run_1/class_map.png
Drawn at 1 px/um.
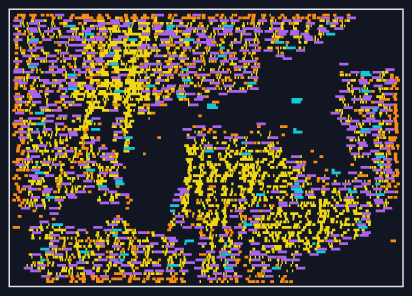
run_1/placed.png
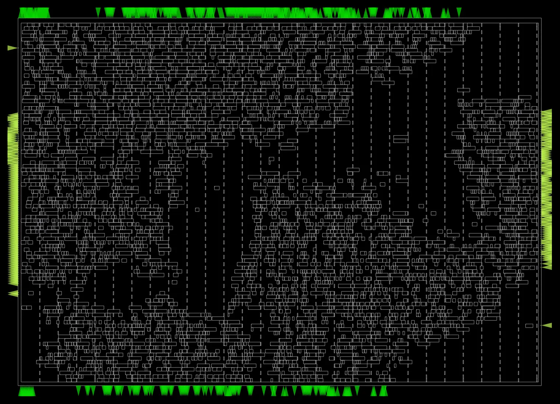
run_1/ff_map.png
Drawn at 1 px/um. Other sequential cells in the stronger grey, the rest of the logic in the fainter grey.
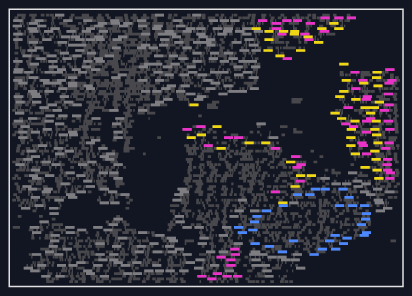
### src/rtl/mem_hammer_ctrl_if.sv
`default_nettype none
// +---------------------------------------------------------------------+
// | mem_hammer_ctrl_if                                                  |
// | Request/read-return bus between the hammer controller and the       |
// | memory-port adapter.                                                |
// | Rev 1.0                                                             |
// +---------------------------------------------------------------------+
interface mem_hammer_ctrl_if #(
    parameter int ADDR_WIDTH = 64,
    parameter int WORD_WIDTH = 64
);
    logic                  mem_valid;
    logic                  mem_ready;
    logic                  mem_write;
    logic [ADDR_WIDTH-1:0] gen_address;
    logic [WORD_WIDTH-1:0] gen_word;
    logic                  rd_valid;
    logic [WORD_WIDTH-1:0] rd_data;

    modport master (
        output mem_valid, mem_write, gen_address, gen_word,
        input  mem_ready, rd_valid, rd_data
    );

    modport slave (
        input  mem_valid, mem_write, gen_address, gen_word,
        output mem_ready, rd_valid, rd_data
    );
endinterface
`default_nettype wire

### src/rtl/mem_hammer_ctrl.sv
`default_nettype none
// +---------------------------------------------------------------------+
// | mem_hammer_ctrl                                                     |
// | Multi-aggressor Rowhammer controller: init victim/aggressors,       |
// | hammer, read back and tally bit flips. Optional first-flip capture  |
// | enabled by MEM_HAMMER_FIRST_FLIP_EN.                                |
// | Rev 1.0                                                             |
// +---------------------------------------------------------------------+
module mem_hammer_ctrl #(
    parameter int ADDR_WIDTH  = 64,
    parameter int WORD_WIDTH  = 64,
    parameter int ROW_WIDTH   = 12,
    parameter int ROW_POS     = 10,
    parameter int COL_WIDTH   = 10,
    parameter int COL_POS     = 1,
    parameter int MAX_AGGR    = 4,
    parameter int TALLY_LANES = 4
) (
    input  wire logic                         clk,
    input  wire logic                         reset_n,
    input  wire logic                         start,
    input  wire logic [WORD_WIDTH-1:0]        pattern,
    input  wire logic [ADDR_WIDTH-1:0]        address,
    input  wire logic [31:0]                  count,
    input  wire logic [1:0]                   mode,
    input  wire logic [$clog2(MAX_AGGR+1)-1:0] num_aggr,
    mem_hammer_ctrl_if.master                 mem,
    output logic                              busy,
    output logic                              done,
    output logic [3:0]                        state,
    output logic [63:0]                       flip_total,
    output logic [63:0]                       flip_1to0,
    output logic [COL_WIDTH-1:0]              first_flip_col,
    output logic                              first_flip_valid
);
    localparam int c_na_w    = $clog2(MAX_AGGR+1);
    localparam int c_lane_w  = WORD_WIDTH / TALLY_LANES;
    localparam int c_lane_iw = (TALLY_LANES > 1) ? $clog2(TALLY_LANES) : 1;

    typedef enum logic [3:0] {
        S_IDLE        = 4'd0,
        S_INIT_VICTIM = 4'd1,
        S_INIT_AGGR   = 4'd2,
        S_HAMMER      = 4'd3,
        S_READ_REQ    = 4'd4,
        S_READ_WAIT   = 4'd5,
        S_TALLY       = 4'd6,
        S_DONE        = 4'd7
    } state_t;

    state_t                r_state;
    logic                  r_busy, r_done;
    logic [WORD_WIDTH-1:0] r_pattern, r_rd;
    logic [ADDR_WIDTH-1:0] r_addr;
    logic [31:0]           r_count, r_hcnt;
    logic [c_na_w-1:0]     r_aggr_cnt, r_aggr_idx;
    logic [COL_WIDTH-1:0]  r_col;
    logic [c_lane_iw-1:0]  r_lane;
    logic [63:0]           r_flip_total, r_flip_1to0;
    logic                  r_mem_valid, r_mem_write;
    logic [ADDR_WIDTH-1:0] r_gen_address;
    logic [WORD_WIDTH-1:0] r_gen_word;

    logic                  w_xfer, w_start_ok, w_idx_last;
    logic [c_na_w-1:0]     w_aggr_cnt, w_idx_next, w_idx_wrap;
    logic [ROW_WIDTH-1:0]  w_victim_row;
    logic [WORD_WIDTH-1:0] w_xor, w_loss;
    logic [c_lane_w-1:0]   w_xor_lanes  [TALLY_LANES];
    logic [c_lane_w-1:0]   w_loss_lanes [TALLY_LANES];
    logic [63:0]           w_pc_total, w_pc_loss;

    function automatic logic [ADDR_WIDTH-1:0] f_addr(input logic [ADDR_WIDTH-1:0] base,
                                                     input logic [ROW_WIDTH-1:0]  row,
                                                     input logic [COL_WIDTH-1:0]  col);
        logic [ADDR_WIDTH-1:0] a;
        a = base;
        a[ROW_POS +: ROW_WIDTH] = row;
        a[COL_POS +: COL_WIDTH] = col;
        return a;
    endfunction

    // Offset magnitude 2*(i>>1)+1 is just i with its LSB forced high.
    function automatic logic [ROW_WIDTH-1:0] f_aggr_row(input logic [ROW_WIDTH-1:0] victim,
                                                        input logic [c_na_w-1:0]    idx);
        logic [ROW_WIDTH-1:0] mag;
        mag = ROW_WIDTH'({idx[c_na_w-1:1], 1'b1});
        return idx[0] ? victim - mag : victim + mag;
    endfunction

    function automatic logic [63:0] f_sat_add(input logic [63:0] a, input logic [63:0] b);
        logic [64:0] s;
        s = {1'b0, a} + {1'b0, b};
        return s[64] ? '1 : s[63:0];
    endfunction

    always_comb begin
        w_aggr_cnt = c_na_w'(2);
        case (mode)
            2'd0: w_aggr_cnt = c_na_w'(1);
            2'd2: begin
                if (num_aggr < c_na_w'(2))
                    w_aggr_cnt = c_na_w'(2);
                else if (num_aggr > c_na_w'(MAX_AGGR))
                    w_aggr_cnt = c_na_w'(MAX_AGGR);
                else
                    w_aggr_cnt = num_aggr;
                w_aggr_cnt[0] = 1'b0;
            end
            default: ;
        endcase
    end

    assign w_xfer       = r_mem_valid & mem.mem_ready;
    assign w_start_ok   = start & ((r_state == S_IDLE) | (r_state == S_DONE));
    assign w_victim_row = r_addr[ROW_POS +: ROW_WIDTH];
    assign w_idx_next   = r_aggr_idx + 1'b1;
    assign w_idx_last   = (w_idx_next == r_aggr_cnt);
    assign w_idx_wrap   = w_idx_last ? '0 : w_idx_next;
    assign w_xor        = r_pattern ^ r_rd;
    assign w_loss       = r_pattern & ~r_rd;

    generate
        for (genvar g = 0; g < TALLY_LANES; g++) begin : g_lane
            assign w_xor_lanes[g]  = w_xor[g*c_lane_w +: c_lane_w];
            assign w_loss_lanes[g] = w_loss[g*c_lane_w +: c_lane_w];
        end
    endgenerate

    assign w_pc_total = 64'($countones(w_xor_lanes[r_lane]));
    assign w_pc_loss  = 64'($countones(w_loss_lanes[r_lane]));

    always_ff @(posedge clk or negedge reset_n) begin
        if (!reset_n) begin
            r_state       <= S_IDLE;
            r_busy        <= 1'b0;
            r_done        <= 1'b0;
            r_pattern     <= '0;
            r_rd          <= '0;
            r_addr        <= '0;
            r_count       <= '0;
            r_hcnt        <= '0;
            r_aggr_cnt    <= '0;
            r_aggr_idx    <= '0;
            r_col         <= '0;
            r_lane        <= '0;
            r_flip_total  <= '0;
            r_flip_1to0   <= '0;
            r_mem_valid   <= 1'b0;
            r_mem_write   <= 1'b0;
            r_gen_address <= '0;
            r_gen_word    <= '0;
        end else begin
            case (r_state)
                S_IDLE, S_DONE: begin
                    if (start) begin
                        r_pattern     <= pattern;
                        r_addr        <= address;
                        r_count       <= count;
                        r_aggr_cnt    <= w_aggr_cnt;
                        r_aggr_idx    <= '0;
                        r_hcnt        <= '0;
                        r_col         <= '0;
                        r_flip_total  <= '0;
                        r_flip_1to0   <= '0;
                        r_busy        <= 1'b1;
                        r_done        <= 1'b0;
                        r_mem_valid   <= 1'b1;
                        r_mem_write   <= 1'b1;
                        r_gen_address <= f_addr(address, address[ROW_POS +: ROW_WIDTH], '0);
                        r_gen_word    <= pattern;
                        r_state       <= S_INIT_VICTIM;
                    end
                end
                S_INIT_VICTIM: begin
                    if (w_xfer) begin
                        if (r_col == '1) begin
                            r_col         <= '0;
                            r_aggr_idx    <= '0;
                            r_gen_address <= f_addr(r_addr, f_aggr_row(w_victim_row, '0), '0);
                            r_gen_word    <= ~r_pattern;
                            r_state       <= S_INIT_AGGR;
                        end else begin
                            r_col         <= r_col + 1'b1;
                            r_gen_address <= f_addr(r_addr, w_victim_row, r_col + 1'b1);
                        end
                    end
                end
                S_INIT_AGGR: begin
                    if (w_xfer) begin
                        if (r_col != '1) begin
                            r_col         <= r_col + 1'b1;
                            r_gen_address <= f_addr(r_addr, f_aggr_row(w_victim_row, r_aggr_idx),
                                                    r_col + 1'b1);
                        end else if (!w_idx_last) begin
                            r_col         <= '0;
                            r_aggr_idx    <= w_idx_next;
                            r_gen_address <= f_addr(r_addr, f_aggr_row(w_victim_row, w_idx_next), '0);
                        end else begin
                            r_col       <= '0;
                            r_aggr_idx  <= '0;
                            r_hcnt      <= '0;
                            r_mem_write <= 1'b0;
                            if (r_count == 32'd0) begin
                                r_gen_address <= f_addr(r_addr, w_victim_row, '0);
                                r_state       <= S_READ_REQ;
                            end else begin
                                r_gen_address <= f_addr(r_addr, f_aggr_row(w_victim_row, '0), '0);
                                r_state       <= S_HAMMER;
                            end
                        end
                    end
                end
                S_HAMMER: begin
                    if (w_xfer) begin
                        r_hcnt <= r_hcnt + 32'd1;
                        if (r_hcnt + 32'd1 == r_count) begin
                            r_gen_address <= f_addr(r_addr, w_victim_row, '0);
                            r_state       <= S_READ_REQ;
                        end else begin
                            r_aggr_idx    <= w_idx_wrap;
                            r_gen_address <= f_addr(r_addr, f_aggr_row(w_victim_row, w_idx_wrap), '0);
                        end
                    end
                end
                S_READ_REQ: begin
                    // A read return coincident with acceptance belongs to an earlier hammer read.
                    if (w_xfer) begin
                        r_mem_valid <= 1'b0;
                        r_state     <= S_READ_WAIT;
                    end
                end
                S_READ_WAIT: begin
                    if (mem.rd_valid) begin
                        r_rd    <= mem.rd_data;
                        r_lane  <= '0;
                        r_state <= S_TALLY;
                    end
                end
                S_TALLY: begin
                    r_flip_total <= f_sat_add(r_flip_total, w_pc_total);
                    r_flip_1to0  <= f_sat_add(r_flip_1to0, w_pc_loss);
                    if (r_lane == c_lane_iw'(TALLY_LANES-1)) begin
                        if (r_col == '1) begin
                            r_busy  <= 1'b0;
                            r_done  <= 1'b1;
                            r_state <= S_DONE;
                        end else begin
                            r_col         <= r_col + 1'b1;
                            r_mem_valid   <= 1'b1;
                            r_gen_address <= f_addr(r_addr, w_victim_row, r_col + 1'b1);
                            r_state       <= S_READ_REQ;
                        end
                    end else begin
                        r_lane <= r_lane + 1'b1;
                    end
                end
                default: begin
                    r_mem_valid <= 1'b0;
                    r_busy      <= 1'b0;
                    r_done      <= 1'b1;
                    r_state     <= S_DONE;
                end
            endcase
        end
    end

`ifdef MEM_HAMMER_FIRST_FLIP_EN
    logic [COL_WIDTH-1:0] r_ff_col;
    logic                 r_ff_valid;

    always_ff @(posedge clk or negedge reset_n) begin
        if (!reset_n) begin
            r_ff_col   <= '0;
            r_ff_valid <= 1'b0;
        end else if (w_start_ok) begin
            r_ff_col   <= '0;
            r_ff_valid <= 1'b0;
        end else if ((r_state == S_TALLY) && !r_ff_valid && (|w_xor_lanes[r_lane])) begin
            r_ff_col   <= r_col;
            r_ff_valid <= 1'b1;
        end
    end

    assign first_flip_col   = r_ff_col;
    assign first_flip_valid = r_ff_valid;
`else
    assign first_flip_col   = '0;
    assign first_flip_valid = 1'b0;
`endif

    assign mem.mem_valid   = r_mem_valid;
    assign mem.mem_write   = r_mem_write;
    assign mem.gen_address = r_gen_address;
    assign mem.gen_word    = r_gen_word;
    assign busy            = r_busy;
    assign done            = r_done;
    assign state           = r_state;
    assign flip_total      = r_flip_total;
    assign flip_1to0       = r_flip_1to0;
endmodule
`default_nettype wire

### src/flat_wrapper.sv
// flat-port wrapper written by rule: the top's interface ports become plain ports
module mem_hammer_ctrl_flat 
#(
    parameter int ADDR_WIDTH  = 64,
    parameter int WORD_WIDTH  = 64,
    parameter int ROW_WIDTH   = 12,
    parameter int ROW_POS     = 10,
    parameter int COL_WIDTH   = 10,
    parameter int COL_POS     = 1,
    parameter int MAX_AGGR    = 4,
    parameter int TALLY_LANES = 4
)
  (clk, reset_n, start, pattern, address, count, mode, num_aggr, busy, done, state, flip_total, flip_1to0, first_flip_col, first_flip_valid, mem_mem_valid, mem_mem_write, mem_gen_address, mem_gen_word, mem_mem_ready, mem_rd_valid, mem_rd_data);
  mem_hammer_ctrl_if #(.ADDR_WIDTH(ADDR_WIDTH), .WORD_WIDTH(WORD_WIDTH)) mem_i ();
  input  wire logic clk;
  input  wire logic reset_n;
  input  wire logic start;
  input  wire logic [WORD_WIDTH-1:0] pattern;
  input  wire logic [ADDR_WIDTH-1:0] address;
  input  wire logic [31:0] count;
  input  wire logic [1:0] mode;
  input  wire logic [$clog2(MAX_AGGR+1)-1:0] num_aggr;
  output logic busy;
  output logic done;
  output logic [3:0] state;
  output logic [63:0] flip_total;
  output logic [63:0] flip_1to0;
  output logic [COL_WIDTH-1:0] first_flip_col;
  output logic first_flip_valid;
  output wire logic [$bits(mem_i.mem_valid)-1:0] mem_mem_valid;
  output wire logic [$bits(mem_i.mem_write)-1:0] mem_mem_write;
  output wire logic [$bits(mem_i.gen_address)-1:0] mem_gen_address;
  output wire logic [$bits(mem_i.gen_word)-1:0] mem_gen_word;
  input wire logic [$bits(mem_i.mem_ready)-1:0] mem_mem_ready;
  input wire logic [$bits(mem_i.rd_valid)-1:0] mem_rd_valid;
  input wire logic [$bits(mem_i.rd_data)-1:0] mem_rd_data;
  assign mem_mem_valid = mem_i.mem_valid;
  assign mem_mem_write = mem_i.mem_write;
  assign mem_gen_address = mem_i.gen_address;
  assign mem_gen_word = mem_i.gen_word;
  assign mem_i.mem_ready = mem_mem_ready;
  assign mem_i.rd_valid = mem_rd_valid;
  assign mem_i.rd_data = mem_rd_data;
  mem_hammer_ctrl #(.ADDR_WIDTH(ADDR_WIDTH), .WORD_WIDTH(WORD_WIDTH), .ROW_WIDTH(ROW_WIDTH), .ROW_POS(ROW_POS), .COL_WIDTH(COL_WIDTH), .COL_POS(COL_POS), .MAX_AGGR(MAX_AGGR), .TALLY_LANES(TALLY_LANES)) u_core (.clk(clk), .reset_n(reset_n), .start(start), .pattern(pattern), .address(address), .count(count), .mode(mode), .num_aggr(num_aggr), .mem(mem_i), .busy(busy), .done(done), .state(state), .flip_total(flip_total), .flip_1to0(flip_1to0), .first_flip_col(first_flip_col), .first_flip_valid(first_flip_valid));
endmodule
### config.mk
export PLATFORM = sky130hd
export DESIGN_NAME = mem_hammer_ctrl_flat
export DESIGN_NICKNAME = d
export VERILOG_FILES = /design/src/rtl/mem_hammer_ctrl_if.sv /design/src/rtl/mem_hammer_ctrl.sv /design/src/flat_wrapper.sv
export SDC_FILE = /design/constraint.sdc
export NUM_CORES = 1
export LEC_CHECK = 0
export CAP_MARGIN = 5
export CELL_PAD_IN_SITES_DETAIL_PLACEMENT = 0
export CELL_PAD_IN_SITES_GLOBAL_PLACEMENT = 2
export CORE_ASPECT_RATIO = 0.7
export CORE_MARGIN = 2
export CORE_UTILIZATION = 29
export DETAILED_ROUTE_END_ITERATION = 12
export GPL_ROUTABILITY_DRIVEN = 0
export PLACE_DENSITY = 0.85
export SYNTH_ARGS = -nofsm -noshare
export SYNTH_HDL_FRONTEND = slang
export SYNTH_SLANG_ARGS = --single-unit
### constraint.sdc
create_clock -name clk -period 6.9 [get_ports clk]
set_input_delay 0.69 -clock clk [delete_from_list [all_inputs] [get_ports clk]]
set_output_delay 0.69 -clock clk [all_outputs]
set_load 0.01 [all_outputs]
==> impl_metrics.tcl, run 1 <==
# collected from the flow reports
set metrics [dict create \
    cp-startpoint "u_core.r_pattern[35]$_DFFE_PN0P_" \
    fillerInstances 10700 \
    status "finished clean" \
    finalMaxSlewViolations 0 \
    main_area_contributors "sky130_fd_sc_hd__dfrtp_1 43%, sky130_fd_sc_hd__nand2_1 9.5%, sky130_fd_sc_hd__ha_1 5.5%, sky130_fd_sc_hd__o21ai_0 3.9%, sky130_fd_sc_hd__nor2_1 3.8%" \
    final_util_pct 37.6 \
    layout.sequential_cells 528 \
    wl_met3_um 8730 \
    post_synth_mux_area_share_pct 5.24 \
    critical_path.slowest_cell "sky130_fd_sc_hd__fa_1" \
    timing.critical_path.required_ns 7.42 \
    seqCellArea_um2 13200 \
    top_usage_layer "met1" \
    post_cts_hold_buffer_count 0 \
    postSynthAreaPerCell_um2 8.69 \
    number_of_enable_type_register_cells_in_the_synthesized_netlist 0 \
    finalHoldViolCount 0 \
    syn_to_final_growth_pct 28.3 \
    maxClockFrequency_mhz 152 \
    rrSetupSlack_ns 0.31 \
    simple_gate_share_pct 21.0 \
    lay_top_count "sky130_fd_sc_hd__nand2_1" \
    critPathKind "reg2reg" \
    timing.critical_path.arrival_ns 7.11 \
    largestClassByArea "combinational gates" \
    clock_tree.root_cell "sky130_fd_sc_hd__clkbuf_16" \
    largest_net_degree_at_the_start_of_global_routing 147 \
    buffers_excl_clock 569 \
    synth.most_common_cell "sky130_fd_sc_hd__nand2_1" \
    grt_util_met3_pct 5.09 \
    detailed_place_hpwl_um 78000 \
    setup_viol 0 \
    port-buffer-count 485 \
    synthDominantCellAreaShare_pct 43.2 \
    vias 27400 \
    layout.clock_buffers 84 \
    die_width_um 392 \
    flop_cell "sky130_fd_sc_hd__dfrtp_1" \
]
-- class_map.png (at the start) --
- remaining buffers and delay cells: orange (cells 569)
- remaining logic cells: yellow (cells 2784)
- registers: purple (cells 528)
- clock drivers and dummy loads: cyan (cells 107)

-- placed.png (at the start) --
Cell Count, Final, Fillers Out: 5415
Core Region: 104000 um^2

-- ff_map.png (at the start) --
- `u_core.r_addr`: yellow (sequential cells 55)
- `u_core.mem.gen_address`: magenta (sequential cells 64)
- `u_core.r_hcnt`: blue (sequential cells 32; where south-east)

## Run 2: what changed since run 1
--- a/config.mk
+++ b/config.mk
@@ -6,7 +6,7 @@
 export NUM_CORES = 1
 export LEC_CHECK = 0
 export CAP_MARGIN = 5
-export CELL_PAD_IN_SITES_DETAIL_PLACEMENT = 0
+export CELL_PAD_IN_SITES_DETAIL_PLACEMENT = 2
 export CELL_PAD_IN_SITES_GLOBAL_PLACEMENT = 2
 export CORE_ASPECT_RATIO = 0.7
 export CORE_MARGIN = 2
run_2/ff_map.png
Drawn at 1 px/um. Other sequential cells in the stronger grey, the rest of the logic in the fainter grey.
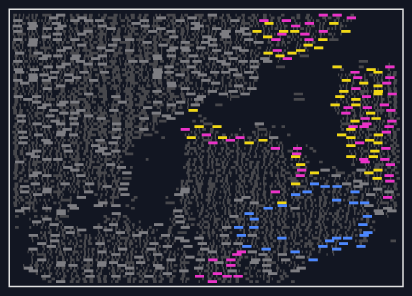
- `u_core.r_hcnt`: blue (sequential cells 32; where south-east)
- `u_core.r_addr`: yellow (sequential cells 55)
- `u_core.mem.gen_address`: magenta (sequential cells 64)
- not coloured: 377
sequential cell area: 13200 um^2
final core occ: 38.2%
Seq area share: 33.1%

==> run 2 against run 1 <==
- the flow now finishes with violations (negative setup slack)
- highest routed layer unchanged
- critical endpoint is now u_core.flip_1to0[49]$_DFFE_PN0P_
- sequential share of layout area fell by 0.55 points
- final cell count grew 0.79%
- via count increased by 9.9%
- flip-flop count unchanged
- design area grew 1.7%
- worst hold slack improved by 0.0064 ns
- wire length is 33% higher
- first-iteration DRC count is 4.8% lower
==> impl_metrics.tcl, run 2 <==
# collected from the flow reports
set metrics [dict create \
    die_width_um 392 \
    status "finished, violations left" \
    main_area_contributors "sky130_fd_sc_hd__dfrtp_1 43%, sky130_fd_sc_hd__nand2_1 9.5%, sky130_fd_sc_hd__ha_1 5.5%, sky130_fd_sc_hd__o21ai_0 3.9%, sky130_fd_sc_hd__nor2_1 3.8%" \
    detailed_place_hpwl_um 93600 \
    failed_checks "negative setup slack" \
    layout_setup_ws_ns -0.387 \
    largest_net_degree_at_the_start_of_global_routing 147 \
    number_of_enable_type_register_cells_in_the_synthesized_netlist 0 \
    critPathKind "reg2reg" \
    post_cts_hold_buffer_count 0 \
    rrSetupSlack_ns -0.39 \
    syn_to_final_growth_pct 30.5 \
    cp-startpoint "u_core.r_rd[19]$_DFFE_PN0P_" \
    layout.sequential_cells 528 \
    port-buffer-count 485 \
    timing.critical_path.required_ns 7.49 \
    finalHoldViolCount 0 \
    largestClassByArea "combinational gates" \
    synth.most_common_cell "sky130_fd_sc_hd__nand2_1" \
    top_usage_layer "met2" \
    setup_viol 65 \
    buffers_excl_clock 596 \
    fillerInstances 11500 \
    core-area_um2 104000 \
    timing.critical_path.arrival_ns 7.88 \
    clock_tree.root_cell "sky130_fd_sc_hd__clkbuf_16" \
    simple_gate_share_pct 21.0 \
    maxClockFrequency_mhz 137 \
    post_synth_mux_area_share_pct 5.24 \
    flop_cell "sky130_fd_sc_hd__dfrtp_1" \
    synthDominantCellAreaShare_pct 43.2 \
    critical_path.slowest_cell "sky130_fd_sc_hd__fa_1" \
    lay_top_count "sky130_fd_sc_hd__nand2_1" \
]
